### config.mk
export PLATFORM = sky130hd
export DESIGN_NAME = uart_rx_ctrl_flat
export DESIGN_NICKNAME = d
export VERILOG_FILES = /design/src/rtl/uart_rx_ctrl_if.sv /design/src/rtl/uart_rx_ctrl.sv /design/src/flat_wrapper.sv
export SDC_FILE = /design/constraint.sdc
export NUM_CORES = 1
export LEC_CHECK = 0
export ABC_AREA = 0
export CAP_MARGIN = 30
export CORE_MARGIN = 5
export CORE_UTILIZATION = 30
export DETAILED_ROUTE_END_ITERATION = 16
export GPL_TIMING_DRIVEN = 0
export SYNTH_ARGS = -nofsm -noshare
export SYNTH_HDL_FRONTEND = slang
export SYNTH_SLANG_ARGS = --single-unit
### constraint.sdc
create_clock -name clk -period 5.2 [get_ports clk]
set_input_delay 0.52 -clock clk [delete_from_list [all_inputs] [get_ports clk]]
set_output_delay 0.52 -clock clk [all_outputs]
set_load 0.005 [all_outputs]
### src/rtl/uart_rx_ctrl_if.sv
// Receive-controller signal bundle: raw serial line in, shift/load strobes and status out.
// master = the controller, slave = the shift register / status consumer.
interface uart_rx_ctrl_if;
   logic serin;
   logic sdata;
   logic en;
   logic charReceive;
   logic busy;
   logic frameErr;
   logic parErr;

   modport master (input serin, output sdata, en, charReceive, busy, frameErr, parErr);
   modport slave  (output serin, input sdata, en, charReceive, busy, frameErr, parErr);
endinterface

### src/rtl/uart_rx_ctrl.sv
// UART receive sequencer: synchronises serin, validates the start bit, strobes each data bit
// mid-bit into the shift register, then checks stop. Define RX_PARITY_EN for even-parity checking.
module uart_rx_ctrl #(
   parameter int CLKS_PER_BIT = 16,
   parameter int DATA_BITS    = 8
) (
   input  logic           clk,
   input  logic           reset,
   uart_rx_ctrl_if.master rx
);
   localparam int TW = $clog2(CLKS_PER_BIT);
   localparam int BW = (DATA_BITS > 1) ? $clog2(DATA_BITS) : 1;
   localparam logic [TW-1:0] MID_TICK  = TW'(CLKS_PER_BIT/2 - 1);
   localparam logic [TW-1:0] LAST_TICK = TW'(CLKS_PER_BIT - 1);
   localparam logic [BW-1:0] LAST_BIT  = BW'(DATA_BITS - 1);

   typedef enum logic [2:0] {IDLE, START, DATA, PARITY, STOP} state_t;

   state_t        state;
   logic [1:0]    sync;
   logic          rx_s;
   logic [TW-1:0] tick_cnt;
   logic [BW-1:0] bit_cnt;
   logic          sdata_r, en_r, char_r, busy_r, ferr_r;
`ifdef RX_PARITY_EN
   logic          perr_r, par_acc, par_bad;
`endif

   assign rx_s = sync[1];

   always_ff @(posedge clk or posedge reset) begin
      if (reset) begin
         state    <= IDLE;
         sync     <= 2'b11;
         tick_cnt <= '0;
         bit_cnt  <= '0;
         sdata_r  <= 1'b0;
         en_r     <= 1'b0;
         char_r   <= 1'b0;
         busy_r   <= 1'b0;
         ferr_r   <= 1'b0;
`ifdef RX_PARITY_EN
         perr_r   <= 1'b0;
         par_acc  <= 1'b0;
         par_bad  <= 1'b0;
`endif
      end else begin
         sync   <= {sync[0], rx.serin};
         en_r   <= 1'b0;
         char_r <= 1'b0;
         ferr_r <= 1'b0;
`ifdef RX_PARITY_EN
         perr_r <= 1'b0;
`endif
         case (state)
            IDLE: begin
               tick_cnt <= '0;
               bit_cnt  <= '0;
               busy_r   <= ~rx_s;
               if (!rx_s) state <= START;
            end
            START: begin
               if (tick_cnt == MID_TICK) begin
                  tick_cnt <= '0;
                  bit_cnt  <= '0;
`ifdef RX_PARITY_EN
                  par_acc  <= 1'b0;
`endif
                  if (!rx_s) begin
                     state <= DATA;
                  end else begin
                     state  <= IDLE;
                     busy_r <= 1'b0;
                  end
               end else begin
                  tick_cnt <= tick_cnt + TW'(1);
               end
            end
            DATA: begin
               if (tick_cnt == LAST_TICK) begin
                  tick_cnt <= '0;
                  en_r     <= 1'b1;
                  sdata_r  <= rx_s;
`ifdef RX_PARITY_EN
                  par_acc  <= par_acc ^ rx_s;
`endif
                  if (bit_cnt == LAST_BIT) begin
                     bit_cnt <= '0;
`ifdef RX_PARITY_EN
                     state   <= PARITY;
`else
                     state   <= STOP;
`endif
                  end else begin
                     bit_cnt <= bit_cnt + BW'(1);
                  end
               end else begin
                  tick_cnt <= tick_cnt + TW'(1);
               end
            end
`ifdef RX_PARITY_EN
            PARITY: begin
               if (tick_cnt == LAST_TICK) begin
                  tick_cnt <= '0;
                  par_bad  <= par_acc ^ rx_s;
                  state    <= STOP;
               end else begin
                  tick_cnt <= tick_cnt + TW'(1);
               end
            end
`endif
            STOP: begin
               if (tick_cnt == LAST_TICK) begin
                  tick_cnt <= '0;
                  state    <= IDLE;
                  // A low line here means IDLE restarts at once, so busy never drops for it.
                  busy_r   <= ~rx_s;
                  if (rx_s) begin
`ifdef RX_PARITY_EN
                     if (par_bad) perr_r <= 1'b1;
                     else         char_r <= 1'b1;
`else
                     char_r <= 1'b1;
`endif
                  end else begin
                     ferr_r <= 1'b1;
                  end
               end else begin
                  tick_cnt <= tick_cnt + TW'(1);
               end
            end
            default: state <= IDLE;
         endcase
      end
   end

   assign rx.sdata       = sdata_r;
   assign rx.en          = en_r;
   assign rx.charReceive = char_r;
   assign rx.busy        = busy_r;
   assign rx.frameErr    = ferr_r;
`ifdef RX_PARITY_EN
   assign rx.parErr      = perr_r;
`else
   assign rx.parErr      = 1'b0;
`endif
endmodule

### src/flat_wrapper.sv
// flat-port wrapper written by rule: the top's interface ports become plain ports
module uart_rx_ctrl_flat 
#(
   parameter int CLKS_PER_BIT = 16,
   parameter int DATA_BITS    = 8
)
  (clk, reset, rx_serin, rx_sdata, rx_en, rx_charReceive, rx_busy, rx_frameErr, rx_parErr);
  uart_rx_ctrl_if rx_i ();
  input  logic clk;
  input  logic reset;
  input wire logic [$bits(rx_i.serin)-1:0] rx_serin;
  output wire logic [$bits(rx_i.sdata)-1:0] rx_sdata;
  output wire logic [$bits(rx_i.en)-1:0] rx_en;
  output wire logic [$bits(rx_i.charReceive)-1:0] rx_charReceive;
  output wire logic [$bits(rx_i.busy)-1:0] rx_busy;
  output wire logic [$bits(rx_i.frameErr)-1:0] rx_frameErr;
  output wire logic [$bits(rx_i.parErr)-1:0] rx_parErr;
  assign rx_i.serin = rx_serin;
  assign rx_sdata = rx_i.sdata;
  assign rx_en = rx_i.en;
  assign rx_charReceive = rx_i.charReceive;
  assign rx_busy = rx_i.busy;
  assign rx_frameErr = rx_i.frameErr;
  assign rx_parErr = rx_i.parErr;
  uart_rx_ctrl #(.CLKS_PER_BIT(CLKS_PER_BIT), .DATA_BITS(DATA_BITS)) u_core (.clk(clk), .reset(reset), .rx(rx_i));
endmodule
### Cell classes on the final placement

Bar = 20 um. Fill, decap, tap and diode cells in grey.
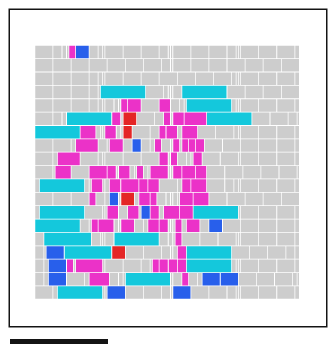
legend:
  cyan:
    class: sequential cells
    cells: 17
  blue:
    class: remaining buffers and delay cells
    cells: 12
  magenta:
    class: remaining logic cells
    cells: 67
  red:
    class: clock drivers and dummy loads
    cells: 4

### Gate families picked out

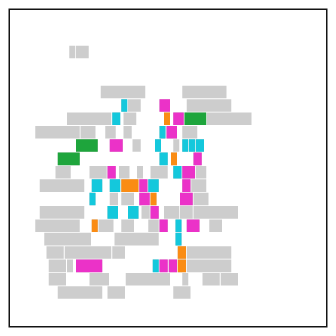
legend:
  green:
    family: fa/ha/maj cells
    cells: 3
  orange:
    family: nor cells
    cells: 7
  magenta:
    family: aoi and oai cells
    cells: 17
  cyan:
    family: nand cells
    cells: 18
    where: centre

==> metrics.cfg <==
[timing]
min_period_ns = 1.76
slew_headroom_pct = 58.9
clock.fmax_ghz = 0.569
clock_skew_ns = 0.000659

[synthesis]
synthDistinctLibCells = 32
async_flop_share_pct = 100
synthSimpleGateAreaFrac_pct = 17.5
common_cells = dfrtp_1 (15), nand2_1 (9)
largest_area_cell = dfrtp_1
synthFlopType = dfrtp_1
synthesis.area_um2 = 885
synth_cells = 89
mux_share_pct = 2.40
ys_seq_share_pct = 48.4
edf_count = 0
syn_nets = 95
ys_sh_adder_pct = 4.24
top_logic_kind = AND-OR/OR-AND gates
avgSynthCellArea_um2 = 9.94

[die]
die_area_um2 = 4130
fp_util_pct = 31.8
chipHeight_um = 64.3
num_rows = 19
num_tap_cells = 31

[setup_path]
regToRegSetupSlack_ns = 3.44
crit_buf_inv = 0
crit_fanout = 6
slowest_delay_ns = 0.40
crit_cells = 4
worstRegToRegCells = 4
start_kind = flip-flop
endpoint = u_core.rx.sdata$_DFFE_PP0P_

[pwr]
ir_drop_mv = 0.193
power_frac_clock_pct = 18.1
top_power_group = sequential cells
p_seq_mw = 0.177
p_leak_nw = 0.453
p_sw_share_pct = 35.3

[final_layout]
largest_register_ff_count = 4
inverters = 4
largest_class = flip-flops and latches
antennaDiodeCount = 0
logic_gates = 63
most-common-layout-cells = dfrtp_1 (15), nand2_1 (9), clkdlybuf4s50_1 (7)
drive_gt1_share_pct = 14.0
top_regs = u_core.tick_cnt x4, u_core.bit_cnt x3, u_core.state x3
final_util_pct = 36.7

[drt]
ant_nets = 0
drt_iter0_drc = 14
wl_per_cell_um = 13.9
drt-met1-wl_um = 856
route.vias.total = 731

[clock_tree]
clock_sinks = 17
cts-resized-gates = 0
cts_buffers = 3
clock_latency_ns = 0.29
clk_path_buf_depth = 2
cts_tree = built
cts.reportedPaths.clkPinSlew_ns = 0.10

[global_route]
grt-busiest-layer = met2
globalRouteMet2Util_pct = 15.9
use_met3_pct = 1.58
met1_usage_pct = 11.7
grt_pass1_vias = 725

[placed_design]
dp_hpwl_um = 1360
portBuffers = 7
dp_cells = 127

[outcome]
status = complete, no violations

[run]
max_cap_viol_count = 0
tool_warnings = 26

### Drive-strength map

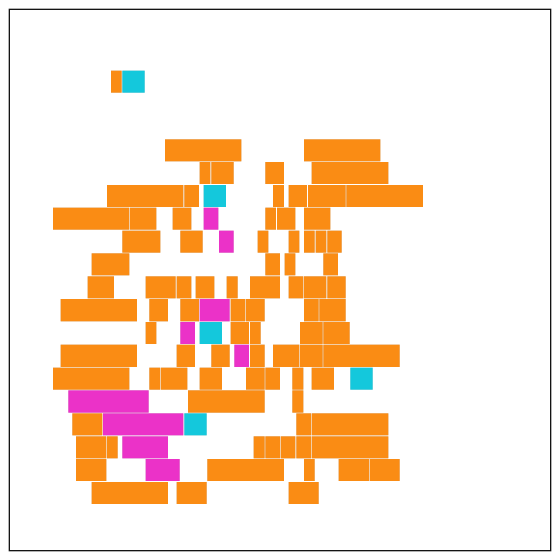
legend:
  cyan:
    size: x3 and x4
    cells: 5
    share: 5.0%
    most_used: clkbuf_4
  magenta:
    size: x2
    cells: 9
    share: 9.0%
    most_used: buf_2
  orange:
    size: x1 and smaller
    cells: 86
    share: 86%
    most_used: dfrtp_1
slack of the critical path: 3.44 ns
cell area after layout: 1020 um^2
Signal buffers: 12
Layout area overhead: 15.4%

### Signal wires on met2

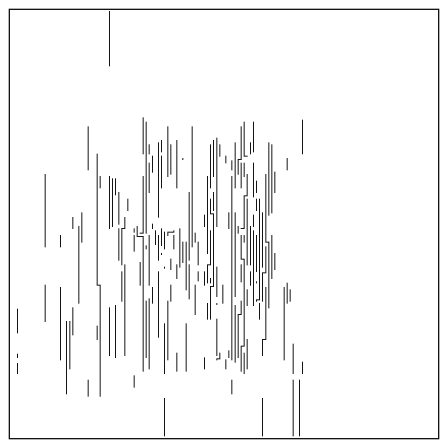
share of all routed wire: 49%
nets with wire on the layer: 95
wire length on this layer: 889 um
longest straight run: 27.5 um
main direction: vertical

